--- src/rtl/config_scheduler_pkg.sv ---
// Shared types and constants for the sensor configuration scheduler.
//   - cfg_state_t : scheduler FSM states
//   - sched_reg_t : registered outputs of the scheduler, kept together
//   - ps/ns/us -> clock-cycle conversion (ceil), usable in constant context
package config_scheduler_pkg;

    localparam int RETRY_W = 4;

    typedef enum logic [2:0] {
        ST_IDLE,
        ST_WAIT_WIN,
        ST_SEND,
        ST_WAIT_ACK,
        ST_FAILED_ATTEMPT,
        ST_FAIL
    } cfg_state_t;

    typedef struct packed {
        logic               tx_start;
        logic               snapshot;
        logic               pending;
        logic               fail;
        logic [RETRY_W-1:0] retry_cnt;
    } sched_reg_t;

    // Round up so a timeout is never shorter than the requested time.
    function automatic int unsigned ps_to_cycles(input longint unsigned t_ps,
                                                 input longint unsigned period_ps);
        longint unsigned c;
        c = (t_ps + period_ps - 64'd1) / period_ps;
        return c[31:0];
    endfunction

    function automatic int unsigned ns_to_cycles(input longint unsigned t_ns,
                                                 input longint unsigned period_ps);
        return ps_to_cycles(t_ns * 64'd1000, period_ps);
    endfunction

    function automatic int unsigned us_to_cycles(input longint unsigned t_us,
                                                 input longint unsigned period_ps);
        return ps_to_cycles(t_us * 64'd1000000, period_ps);
    endfunction

endpackage

--- src/rtl/config_scheduler_if.sv ---
// Handshake bundle between the config scheduler and its neighbours
// (I2C register file, serial config transmitter, synchronised decoder status).
//   inputs to scheduler : reg_we, force_cfg, cfg_window, frame_start, tx_end (1-cycle pulses)
//   outputs of scheduler: tx_start, snapshot (pulses), cfg_pending, cfg_busy, cfg_fail, retry_cnt
// master = scheduler side, slave = environment side.
interface config_scheduler_if;
    import config_scheduler_pkg::*;

    logic               reg_we;
    logic               force_cfg;
    logic               cfg_window;
    logic               frame_start;
    logic               tx_end;
    logic               tx_start;
    logic               snapshot;
    logic               cfg_pending;
    logic               cfg_busy;
    logic               cfg_fail;
    logic [RETRY_W-1:0] retry_cnt;

    modport master (
        input  reg_we, force_cfg, cfg_window, frame_start, tx_end,
        output tx_start, snapshot, cfg_pending, cfg_busy, cfg_fail, retry_cnt
    );

    modport slave (
        output reg_we, force_cfg, cfg_window, frame_start, tx_end,
        input  tx_start, snapshot, cfg_pending, cfg_busy, cfg_fail, retry_cnt
    );

endinterface

--- src/rtl/config_scheduler_cfg_timer.sv ---
// Loadable down-counter used for timeouts.
//   clk, rst_n : clock, async active-low reset
//   load       : load load_val (has priority over counting)
//   load_val   : timeout length in cycles
//   en         : count down while high
//   expire     : 1-cycle pulse in the last counted cycle
// The counter saturates at 0, so expire fires only once per load.
module cfg_timer #(
    parameter int W = 8
) (
    input  logic         clk,
    input  logic         rst_n,
    input  logic         load,
    input  logic [W-1:0] load_val,
    input  logic         en,
    output logic         expire
);

    logic [W-1:0] cnt;

    always_ff @(posedge clk or negedge rst_n) begin
        if (!rst_n) begin
            cnt <= '0;
        end else if (load) begin
            cnt <= load_val;
        end else if (en && cnt != '0) begin
            cnt <= cnt - 1'b1;
        end
    end

    // A load in the same cycle restarts the timeout, so it masks expiry.
    assign expire = en && !load && (cnt == W'(1));

endmodule

--- src/rtl/config_scheduler.sv ---
// Sensor configuration upload sequencer.
// Tracks dirty registers, waits for the sensor config window, fires the config
// transmitter once (with a register-file shadow snapshot), then checks that the
// sensor resumes framing. Failed attempts are retried up to MAX_RETRY, after
// which a sticky failure is flagged until a new write or forced resend.
//   clk, rst_n : system clock, async active-low reset
//   bus        : config_scheduler_if.master (see interface for signal list)
// All outputs are registered: 1-cycle latency from the triggering input.
module config_scheduler
    import config_scheduler_pkg::*;
#(
    parameter int unsigned CLOCK_PERIOD_PS    = 20833,
    parameter int unsigned TX_TIMEOUT_NS      = 20000,
    parameter int unsigned FRAME_TIMEOUT_US   = 100000,
    parameter int unsigned WIN_TIMEOUT_FRAMES = 4,
    parameter int unsigned ACK_FRAMES         = 2,
    parameter int unsigned MAX_RETRY          = 3
) (
    input  logic              clk,
    input  logic              rst_n,
    config_scheduler_if.master bus
);

    localparam int unsigned TX_CYC  = ns_to_cycles(64'(TX_TIMEOUT_NS), 64'(CLOCK_PERIOD_PS));
    localparam int unsigned FRM_CYC = us_to_cycles(64'(FRAME_TIMEOUT_US), 64'(CLOCK_PERIOD_PS));
    localparam int          TX_W    = $clog2(TX_CYC) + 1;
    localparam int          FRM_W   = $clog2(FRM_CYC) + 1;
    localparam int unsigned CNT_MAX = (ACK_FRAMES > WIN_TIMEOUT_FRAMES) ? ACK_FRAMES
                                                                        : WIN_TIMEOUT_FRAMES;
    localparam int          CNT_W   = $clog2(CNT_MAX + 1);

    localparam sched_reg_t REG_RST = '{tx_start:  1'b0,
                                       snapshot:  1'b0,
                                       pending:   1'b1,
                                       fail:      1'b0,
                                       retry_cnt: '0};

    cfg_state_t         state_q, state_d;
    sched_reg_t         r_q, r_d;
    logic [CNT_W-1:0]   fcnt_q, fcnt_d;
    logic [CNT_W-1:0]   fcnt_inc;
    logic [RETRY_W-1:0] retry_inc;
    logic               wr;
    logic               tx_load, tx_expire;
    logic               frm_load, frm_expire;

    assign wr        = bus.reg_we | bus.force_cfg;
    assign fcnt_inc  = fcnt_q + 1'b1;
    assign retry_inc = r_q.retry_cnt + 1'b1;

    // upload timeout: runs from TX_START until TX_END
    cfg_timer #(.W(TX_W)) u_tx_timer (
        .clk      (clk),
        .rst_n    (rst_n),
        .load     (tx_load),
        .load_val (TX_W'(TX_CYC)),
        .en       (state_q == ST_SEND),
        .expire   (tx_expire)
    );

    // frame timeout: restarted by TX_END and by every FRAME_START while acking
    cfg_timer #(.W(FRM_W)) u_frm_timer (
        .clk      (clk),
        .rst_n    (rst_n),
        .load     (frm_load),
        .load_val (FRM_W'(FRM_CYC)),
        .en       (state_q == ST_WAIT_ACK),
        .expire   (frm_expire)
    );

    always_ff @(posedge clk or negedge rst_n) begin
        if (!rst_n) begin
            state_q <= ST_IDLE;
            r_q     <= REG_RST;
            fcnt_q  <= '0;
        end else begin
            state_q <= state_d;
            r_q     <= r_d;
            fcnt_q  <= fcnt_d;
        end
    end

    always_comb begin
        state_d      = state_q;
        r_d          = r_q;
        r_d.tx_start = 1'b0;
        r_d.snapshot = 1'b0;
        fcnt_d       = fcnt_q;
        tx_load      = 1'b0;
        frm_load     = 1'b0;

        case (state_q)
            ST_IDLE: begin
                if (r_q.pending) begin
                    state_d = ST_WAIT_WIN;
                    fcnt_d  = '0;
                end
            end

            // Window beats a coincident frame start.
            ST_WAIT_WIN: begin
                if (bus.cfg_window) begin
                    state_d      = ST_SEND;
                    r_d.tx_start = 1'b1;
                    r_d.snapshot = 1'b1;
                    r_d.pending  = 1'b0;
                    tx_load      = 1'b1;
                end else if (bus.frame_start) begin
                    if (fcnt_inc == CNT_W'(WIN_TIMEOUT_FRAMES)) begin
                        state_d = ST_FAILED_ATTEMPT;
                    end else begin
                        fcnt_d = fcnt_inc;
                    end
                end
            end

            // Windows are not looked at here, so a stray one cannot retrigger.
            ST_SEND: begin
                if (bus.tx_end) begin
                    state_d  = ST_WAIT_ACK;
                    fcnt_d   = '0;
                    frm_load = 1'b1;
                end else if (tx_expire) begin
                    state_d = ST_FAILED_ATTEMPT;
                end
            end

            ST_WAIT_ACK: begin
                if (bus.frame_start) begin
                    if (fcnt_inc == CNT_W'(ACK_FRAMES)) begin
                        state_d       = ST_IDLE;
                        r_d.retry_cnt = '0;
                    end else begin
                        fcnt_d   = fcnt_inc;
                        frm_load = 1'b1;
                    end
                end else if (frm_expire) begin
                    state_d = ST_FAILED_ATTEMPT;
                end
            end

            ST_FAILED_ATTEMPT: begin
                r_d.pending   = 1'b1;
                r_d.retry_cnt = retry_inc;
                if (retry_inc == RETRY_W'(MAX_RETRY)) begin
                    state_d = ST_FAIL;
                    r_d.fail = 1'b1;
                end else begin
                    state_d = ST_WAIT_WIN;
                    fcnt_d  = '0;
                end
            end

            ST_FAIL: begin
                if (wr) begin
                    state_d       = ST_WAIT_WIN;
                    r_d.fail      = 1'b0;
                    r_d.retry_cnt = '0;
                    fcnt_d        = '0;
                end
            end

            default: state_d = ST_IDLE;
        endcase

        // A write concurrent with the snapshot may not be captured, so it wins.
        if (wr) r_d.pending = 1'b1;
    end

    assign bus.tx_start    = r_q.tx_start;
    assign bus.snapshot    = r_q.snapshot;
    assign bus.cfg_pending = r_q.pending;
    assign bus.cfg_fail    = r_q.fail;
    assign bus.retry_cnt   = r_q.retry_cnt;
    assign bus.cfg_busy    = (state_q != ST_IDLE) && (state_q != ST_FAIL);

endmodule

--- src/flat_wrapper.sv ---
// flat-port wrapper written by rule: the top's interface ports become plain ports
module config_scheduler_flat import config_scheduler_pkg::*;
#(
    parameter int unsigned CLOCK_PERIOD_PS    = 20833,
    parameter int unsigned TX_TIMEOUT_NS      = 20000,
    parameter int unsigned FRAME_TIMEOUT_US   = 100000,
    parameter int unsigned WIN_TIMEOUT_FRAMES = 4,
    parameter int unsigned ACK_FRAMES         = 2,
    parameter int unsigned MAX_RETRY          = 3
)
  (clk, rst_n, bus_reg_we, bus_force_cfg, bus_cfg_window, bus_frame_start, bus_tx_end, bus_tx_start, bus_snapshot, bus_cfg_pending, bus_cfg_busy, bus_cfg_fail, bus_retry_cnt);
  config_scheduler_if bus_i ();
  input  logic clk;
  input  logic rst_n;
  input wire logic [$bits(bus_i.reg_we)-1:0] bus_reg_we;
  input wire logic [$bits(bus_i.force_cfg)-1:0] bus_force_cfg;
  input wire logic [$bits(bus_i.cfg_window)-1:0] bus_cfg_window;
  input wire logic [$bits(bus_i.frame_start)-1:0] bus_frame_start;
  input wire logic [$bits(bus_i.tx_end)-1:0] bus_tx_end;
  output wire logic [$bits(bus_i.tx_start)-1:0] bus_tx_start;
  output wire logic [$bits(bus_i.snapshot)-1:0] bus_snapshot;
  output wire logic [$bits(bus_i.cfg_pending)-1:0] bus_cfg_pending;
  output wire logic [$bits(bus_i.cfg_busy)-1:0] bus_cfg_busy;
  output wire logic [$bits(bus_i.cfg_fail)-1:0] bus_cfg_fail;
  output wire logic [$bits(bus_i.retry_cnt)-1:0] bus_retry_cnt;
  assign bus_i.reg_we = bus_reg_we;
  assign bus_i.force_cfg = bus_force_cfg;
  assign bus_i.cfg_window = bus_cfg_window;
  assign bus_i.frame_start = bus_frame_start;
  assign bus_i.tx_end = bus_tx_end;
  assign bus_tx_start = bus_i.tx_start;
  assign bus_snapshot = bus_i.snapshot;
  assign bus_cfg_pending = bus_i.cfg_pending;
  assign bus_cfg_busy = bus_i.cfg_busy;
  assign bus_cfg_fail = bus_i.cfg_fail;
  assign bus_retry_cnt = bus_i.retry_cnt;
  config_scheduler #(.CLOCK_PERIOD_PS(CLOCK_PERIOD_PS), .TX_TIMEOUT_NS(TX_TIMEOUT_NS), .FRAME_TIMEOUT_US(FRAME_TIMEOUT_US), .WIN_TIMEOUT_FRAMES(WIN_TIMEOUT_FRAMES), .ACK_FRAMES(ACK_FRAMES), .MAX_RETRY(MAX_RETRY)) u_core (.clk(clk), .rst_n(rst_n), .bus(bus_i));
endmodule
--- config.mk ---
export PLATFORM = sky130hd
export DESIGN_NAME = config_scheduler_flat
export DESIGN_NICKNAME = d
export VERILOG_FILES = /design/src/rtl/config_scheduler_pkg.sv /design/src/rtl/config_scheduler_if.sv /design/src/rtl/config_scheduler_cfg_timer.sv /design/src/rtl/config_scheduler.sv /design/src/flat_wrapper.sv
export SDC_FILE = /design/constraint.sdc
export NUM_CORES = 1
export LEC_CHECK = 0
export CAP_MARGIN = 20
export CORE_ASPECT_RATIO = 0.7
export CORE_MARGIN = 2
export CORE_UTILIZATION = 34
export DETAILED_ROUTE_END_ITERATION = 6
export PLACE_DENSITY_LB_ADDON = 0.08
export SLEW_MARGIN = 20
export SYNTH_ARGS = -nofsm -noshare
export SYNTH_HDL_FRONTEND = slang
export SYNTH_SLANG_ARGS = --single-unit
--- constraint.sdc ---
create_clock -name clk -period 2.1 [get_ports clk]
set_input_delay 0.315 -clock clk [delete_from_list [all_inputs] [get_ports clk]]
set_output_delay 0.315 -clock clk [all_outputs]
set_load 0.01 [all_outputs]
==> deck_impl_summary.md, run 1 <==
Run Summary

Yosys
  • Yosys stat area: 0.002761 sq mm
  • Cell type with the largest total area: dfrtp_1
  • Post-synth EDFFs: 0
  • Area of the mapped netlist: 0.002761 sq mm
  • Simple Share, Synth: 29.41%
  • Synth Area in Compound Gates: 8.926%
  • Synth Area in XOR/XNOR: 9.198%
  • Main synth FF type: dfrtp_1
  • Mean Syn Cell Area: 9.144 sq um
  • Synthesis warning total: 0
  • Mux share: 1.541%
  • Synth top cell by count: dfrtp_1
  • Post-synthesis cell type count: 48

Detailed routing
  • DR vias: 2329
  • Vias/cell: 4.955
  • Top layer in use: met4
  • Total wire length: 6321 um
  • Met3 wire len: 245 um
  • Initial DRC Count: 101
  • Drt wl/cell: 13.45 um
  • DR WL met2: 2516 um

Layout
  • Dominant logic cell type in the layout: buf_4
  • Synth-to-Final Area Change: 33.53%
  • Fillers: 784
  • Largest register FFs: 24
  • Logic area: 0.001577 sq mm
  • Share of cells above drive strength 1: 23.31%
  • FF/Latch Area: 0.001202 sq mm
  • Fin area: 0.003687 sq mm
  • Largest reg by FF count: u_core.u_frm_timer.cnt
  • N_diodes: 0
  • Fin util: 46.84%
  • Final #Nets: 385

Worst hold path
  • Min-delay worst type: in2async

Floorplan
  • Rows: 27
  • Die Size: 0.008870 sq mm
  • DIE WIDTH: 111.7 um
  • Top Ports: 16

STA
  • Final WS setup: -179.0 ps
  • Clk_skew: 6.746 ps
  • Setup Viol. Count Final: 4
  • Max Fclk: 0.4388 GHz
  • Tcrit/Tclk final: 108.5%
  • Relative slew slack: 72.71%
  • Unrepaired setup endpoints after global routing: true
  • Final hold slack: 1.070 ps
  • Final Critical Period: 2279 ps
  • Setup tns final: -469.4 ps
  • Slew Limit Fails: 0

Global route
  • Met3 Use GR: 3.645%
  • GRT met2 Usage: 20.67%
  • Grt met1 use: 24.45%
  • Initial antenna violation count: 0

Worst setup path
  • CP most frequent cell: or4_4
  • Setup crit start: u_core.u_frm_timer.cnt[5]
  • CP endpoint kind: register
  • Req. time, crit path: 2310 ps
  • Critical path arrival: 2490 ps
  • FF-to-FF setup slack: -180 ps
  • Critical Path Fanout Max: 4
  • Crit path launch type: register
  • Worst Path Buf+Inv: 0
  • Critical Path Stages: 6
  • CP Class: reg2reg
  • Max incr delay on CP: 560 ps
  • Crit path max-delay cell type: or4_4
  • Critical path's top delay family: simple AND/OR/NAND/NOR gates
  • Reg2Reg Depth: 6

CTS
  • CTS max path bufs: 2
  • CTS Buf Count: 5
  • H-tree levels: 2
  • Clk_lat worst skew: 290 ps

Flow run
  • OpenROAD warning count: 35
  • Total of max-cap violations: 0

Placement
  • Buffers added on ports: 15
  • GPL Wtd Cong: 0.8266
  • Inst Count DP: 460
  • Cell Area, Placed: 0.003411 sq mm
  • Final HPWL DP: 4495 um

Pwr
  • Total Power: 4.130 mW
  • Max VDD drop: 0.7550 mV
  • Power Density: 1120 mW/mm^2

Outcome
  • Failing checks: setup timing
  • Status: finished, violations left
[run 1: timing repair]
item,in CTS,in global routing
endpoints found under the setup margin,5,17
gates resized,1,15
setup buffers,1,1
hold buffers,0,0
pin swaps,4,6
endpoints found under the hold margin,0,0
[run 1: area by class of cell]
cell class / instances / area share (%)
multi-input combinational: 234 / 42.76
clock buffer: 5 / 3.393
clock inverter: 3 / 1.256
timing repair buffer: 69 / 15.54
tap: 101 / 3.427
sequential: 48 / 32.61
inverter: 10 / 1.018
[run 1: where the power goes]
group          internal, mW  leakage, nW  switching, mW  total, mW
combinational         0.857        0.831          0.931       1.79
sequential             1.18        0.568          0.231       1.41
clock                 0.566       0.0804          0.363      0.930
total                  2.60         1.48           1.53       4.13
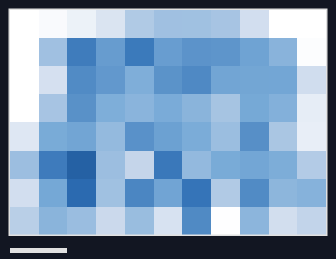
run_1/util_map.png
Scale bar: 20 um. The die is cut into 11 by 8 equal tiles; white is low, dark blue is high, 0 to 100% covered.
emptiest ninth of the die: upper left
nearly empty tiles: 9.1%
fullest tile: 80%
tiles over 75% full: 2.3%

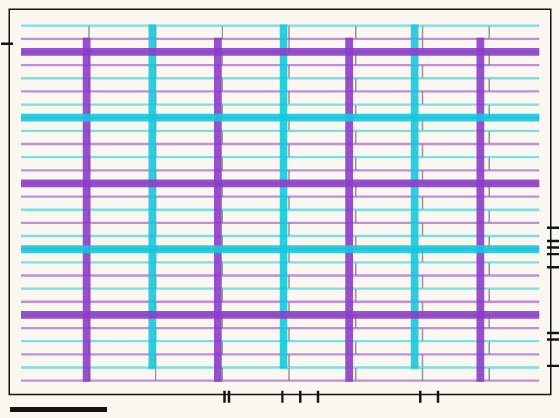
run_1/floorplan.png
Scale bar: 20 um. Pins as bars on the die edge. Tap cells in gray.
legend:
  purple:
    net: VSS
  cyan:
    net: VDD
signal pins: 16
rows: 27
tap cells: 101

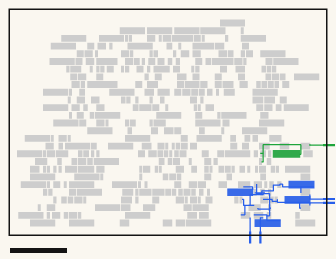
run_1/port_trees.png
Scale bar: 20 um.
legend:
  green:
    port: bus_cfg_pending
    bits: 1
    direction: output
    edge: right
    end_cells: 1
    buffers: 1
    wire: 30.2 um
  blue:
    port: bus_retry_cnt
    bits: 4
    direction: output
    edge: 2 bottom, 2 right
    end_cells: 4
    buffers: 4
    wire: 131 um

==> run 2: changes to the inputs <==
--- a/config.mk
+++ b/config.mk
@@ -5,11 +5,12 @@
 export SDC_FILE = /design/constraint.sdc
 export NUM_CORES = 1
 export LEC_CHECK = 0
+export ABC_AREA = 1
 export CAP_MARGIN = 20
-export CORE_ASPECT_RATIO = 0.7
 export CORE_MARGIN = 2
 export CORE_UTILIZATION = 34
 export DETAILED_ROUTE_END_ITERATION = 6
+export GPL_ROUTABILITY_DRIVEN = 0
 export PLACE_DENSITY_LB_ADDON = 0.08
 export SLEW_MARGIN = 20
 export SYNTH_ARGS = -nofsm -noshare
==> deck_impl_summary.md, run 2 <==
Run Summary

Yosys
  • Post-synth EDFFs: 0 (unchanged)
  • Yosys stat area: 0.003159 sq mm (+14%)
  • Cell type with the largest total area: dfrtp_1
  • Area of the mapped netlist: 0.003159 sq mm (+14%)
  • Mean Syn Cell Area: 6.736 sq um (-26%)

Layout
  • Fin area: 0.003562 sq mm (-3.4%)
  • Fin util: 39.11% (-7.7 points)
  • Final #Nets: 509 (+32%)
  • Share of cells above drive strength 1: 7.505% (-16 points)
  • Largest reg by FF count: u_core.u_frm_timer.cnt
  • N_diodes: 0 (unchanged)
  • Synth-to-Final Area Change: 12.75%
  • Fillers: 991 (+26%)

STA
  • Setup Viol. Count Final: 0 (-4)
  • Setup tns final: 0 ps (+469.4 ps)
  • Tcrit/Tclk final: 88.29% (-20 points)
  • Clk_skew: 10.51 ps (+3.768 ps)
  • Max Fclk: 0.5393 GHz (+23%)
  • Unrepaired setup endpoints after global routing: false
  • Final Hold Fails: 15
  • Final Critical Period: 1854 ps (-424.8 ps)
  • Slew Limit Fails: 0 (unchanged)
  • Final hold slack: -10.25 ps (-11.32 ps)
  • Final WS setup: 245.9 ps (+424.8 ps)

Global route
  • GRT met2 Usage: 29.07% (+8.4 points)
  • Met3 Use GR: 2.368% (-1.3 points)
  • Initial antenna violation count: 0 (unchanged)

Worst setup path
  • Critical path's top delay family: simple AND/OR/NAND/NOR gates
  • Worst Path Buf+Inv: 1 (+1)
  • Setup crit start: u_core.u_frm_timer.cnt[0]
  • Critical Path Fanout Max: 7 (+3)
  • Crit path launch type: register
  • Crit path max-delay cell type: dfrtp_1

CTS
  • Hold_buf cts: 0 (unchanged)
  • CTS Buf Count: 5 (unchanged)
  • CTS max path bufs: 2 (unchanged)
  • H-tree levels: 2 (unchanged)
  • Post-CTS Resized: 1 (unchanged)
  • Setup Fix Bufs, Post-CTS: 0 (-1)

Placement
  • Final HPWL DP: 6147 um (+37%)
  • Buffers added on ports: 15 (unchanged)
  • Inst Count DP: 595 (+29%)

Pwr
  • Comb pwr: 1.75 mW (-2%)
  • Logic pwr share: 46.6% (+3.3 points)
  • Internal: 2.052 mW (-21%)
  • Power Density: 1052 mW/mm^2 (-6.1%)
  • Clk. pwr: 591 uW (-36%)
  • Largest power group: combinational cells
  • Flop+latch power: 1.41 mW (about the same)
  • Max VDD drop: 0.4493 mV (-40%)
  • Total Power: 3.747 mW (-9.3%)
  • Sequential fraction of design power: 37.6% (+3.4 points)
  • Clk pwr share: 15.8% (-6.7 points)

Flow run
  • OpenROAD warning count: 32 (-8.6%)

Floorplan
  • Top Ports: 16 (unchanged)
  • DIE WIDTH: 100.4 um (-10%)
  • Rows: 35 (+30%)
  • Die Size: 0.01008 sq mm (+14%)

Detailed routing
  • Top layer in use: met4
  • Met3 wire len: 271 um (+11%)
  • DR WL met2: 3864 um (+54%)
  • DR vias: 2911 (+25%)

Outcome
  • Failing checks: hold timing
  • Status: finished, violations left

Worst hold path
  • Min-delay worst type: in2async
-- run 2: logic make-up after synthesis --
kind of cell	count (synthesis)	share of synthesized area, %
and+or+nand+nor	295	39.64
buffers and inverters	69	9.346
DFF	48	38.06
AOI/OAI and AO/OA	40	7.050
adders and majority gates	10	3.960
xor gates and xnor gates	7	1.941
-- run 2: final cells by class --
| cell class | count | area (sq um) | share of cell area (%) |
|---|---|---|---|
| multi-input cells | 352 | 1662 | 46.65 |
| repair buffers | 25 | 235.2 | 6.603 |
| flip-flops and latches | 48 | 1206 | 33.86 |
| inverters | 60 | 230.2 | 6.463 |
| clock buffers | 8 | 90.09 | 2.529 |
| well taps | 111 | 138.9 | 3.899 |
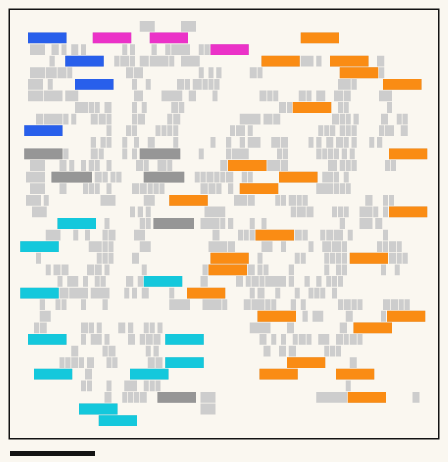
run_2/ff_map.png
Scale bar: 20 um. Other sequential cells in the stronger gray, the rest of the logic in the fainter gray.
legend:
  orange:
    name_in_the_netlist: u_core.u_frm_timer.cnt
    flops: 24
  blue:
    name_in_the_netlist: u_core.bus.retry_cnt
    flops: 4
    where: upper left
  magenta:
    name_in_the_netlist: u_core.fcnt_q
    flops: 3
  cyan:
    name_in_the_netlist: u_core.u_tx_timer.cnt
    flops: 11

run_2/util_map.png
Scale bar: 20 um. The die is cut into 10 by 10 equal tiles; white is low, dark blue is high, 0 to 100% covered.
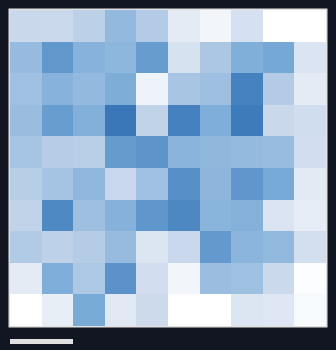

==> run 3: changes to the inputs <==
--- a/config.mk
+++ b/config.mk
@@ -6,7 +6,7 @@
 export NUM_CORES = 1
 export LEC_CHECK = 0
 export ABC_AREA = 1
-export CAP_MARGIN = 20
+export CAP_MARGIN = 0
 export CORE_MARGIN = 2
 export CORE_UTILIZATION = 34
 export DETAILED_ROUTE_END_ITERATION = 6
@@ -15,4 +15,5 @@
 export SLEW_MARGIN = 20
 export SYNTH_ARGS = -nofsm -noshare
 export SYNTH_HDL_FRONTEND = slang
+export SYNTH_HIERARCHICAL = 1
 export SYNTH_SLANG_ARGS = --single-unit
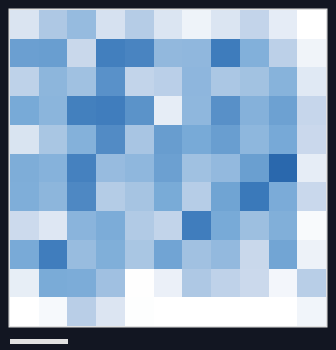
run_3/util_map.png
Scale bar: 20 um. The die is cut into 11 by 11 equal tiles; white is low, dark blue is high, 0 to 100% covered.
core area: 0.01075 sq mm
fin util: 40.93%
FP Core Util: 34.62%

==> deck_impl_summary.md, run 3 <==
Run Summary

Outcome
  • Status: completed

Pwr
  • Clk pwr share: 13.6% (-2.2 points)
  • Sequential fraction of design power: 28.0% (-9.6 points)
  • Clk. pwr: 835 uW (+41%)
  • Largest power group: combinational cells
  • Sw power: 3.052 mW
  • Max VDD drop: 0.6567 mV (+46%)
  • Internal: 3.091 mW (+51%)
  • Power Density: 1397 mW/mm^2 (+33%)
  • Logic pwr share: 58.4% (+12 points)
  • Comb pwr: 3.59 mW (+110%)
  • Flop+latch power: 1.72 mW (+22%)

Layout
  • Logic share of the area: 53.23% (+6.6 points)
  • Dominant kind of cell: combinational gates
  • Non-clk buf share: 6.771% (+0.17 points)
  • N_diodes: 0 (unchanged)
  • Logic area: 0.002341 sq mm (+41%)
  • Fillers: 1195 (+21%)
  • Logic inverters: 65 (+8.3%)
  • Clock-cell share: 3.016% (+0.49 points)
  • Fraction of area in registers: 27.43% (-6.4 points)
  • Share of cells above drive strength 1: 13.81% (+6.3 points)
  • Comb gates: 483 (+37%)
  • Synth-to-Final Area Change: 18.23%
  • Clock buffer count: 6 (-2)
  • Fin area: 0.004398 sq mm (+23%)
  • Largest reg by FF count: u_core/u_frm_timer/cnt
  • Sequential cells: 48 (unchanged)
  • FF/Latch Area: 0.001206 sq mm (unchanged)

Floorplan
  • Die Size: 0.01179 sq mm (+17%)
  • DIE WIDTH: 108.6 um (+8.2%)
  • Well Taps: 140 (+26%)
  • Rows: 38 (+8.6%)

Placement
  • Final HPWL DP: 6941 um (+13%)
  • Buffers added on ports: 15 (unchanged)
  • Inst Count DP: 768 (+29%)

Worst setup path
  • Worst R2R End: u_core/state_q[0]
  • Crit path max-delay cell type: dfrtp_2
  • Setup crit start: u_core/state_q[0]
  • Crit path launch type: register
  • Worst Path Buf+Inv: 2 (+1)
  • Critical Path Fanout Max: 6 (-1)
  • Critical path's top delay family: simple AND/OR/NAND/NOR gates

Yosys
  • Top non-seq family: simple AND/OR/NAND/NOR gates
  • Mux share: 0% (unchanged)
  • Yosys stat area: 0.003720 sq mm (+18%)
  • Post-synth EDFFs: 0 (unchanged)
  • Synth Area in XOR/XNOR: 2.355% (+0.41 points)
  • Area of the mapped netlist: 0.003720 sq mm (+18%)
  • Mean Syn Cell Area: 6.469 sq um (-4.0%)
  • Synth Area in Compound Gates: 7.097% (+0.048 points)
  • Cell type with the largest total area: dfrtp_1

CTS
  • CTS Buf Count: 5 (unchanged)
  • Hold_buf cts: 1 (+1)
  • Setup Fix Bufs, Post-CTS: 0 (unchanged)
  • H-tree levels: 2 (unchanged)
  • Clk root buf: clkbuf_8
  • CTS max path bufs: 2 (unchanged)

Detailed routing
  • DR WL met2: 4503 um (+17%)
  • Top layer in use: met4
  • Number of remaining DRC errors: 0
  • DR vias: 3553 (+22%)
  • DRT Pass-1 Iters: 4
  • Met3 wire len: 190 um (-30%)

STA
  • Setup tns final: 0 ps (unchanged)
  • Clk_skew: 6.126 ps (-4.388 ps)
  • Setup Viol. Count Final: 0 (unchanged)
  • Slew Limit Fails: 0 (unchanged)
  • Final hold slack: 468.0 ps (+478.3 ps)
  • Max Fclk: 0.5247 GHz (-2.7%)
  • Final Critical Period: 1906 ps (+51.70 ps)
  • Unrepaired setup endpoints after global routing: false
  • Final Hold Fails: 0 (-15)
  • Tcrit/Tclk final: 90.75% (+2.5 points)

Global route
  • GRT met2 Usage: 30.71% (+1.6 points)
  • Met3 Use GR: 2.893% (+0.53 points)
  • Initial antenna violation count: 0 (unchanged)

Flow run
  • OpenROAD warning count: 32 (unchanged)

Worst hold path
  • Min-delay worst type: in2async
[run 3: netlist changes by cell type after synthesis, sizes merged, moves of 2 or more]
cell    before  now
clkinv       0    2
clkbuf       0    5
conb         0    2
o21ai       33   36
nor2        83   77
xnor2        1    3
inv         60   63
nand3b       0    2
nand3       57   64
nand2      136  225
buf          9    7
[run 3: cells by family (layout without fill, tap and decap cells)]
| family | count (synthesis) | after routing |
|---|---|---|
| buffers and inverters | 77 | 106 |
| other | 2 | 35 |
| and+or+nand+nor | 387 | 387 |
| adders and majority gates | 10 | 10 |
| DFF | 48 | 48 |
| AOI/OAI and AO/OA | 41 | 41 |
| xor gates and xnor gates | 10 | 10 |
No activity file was given, so power comes from the tool's default toggle rates.
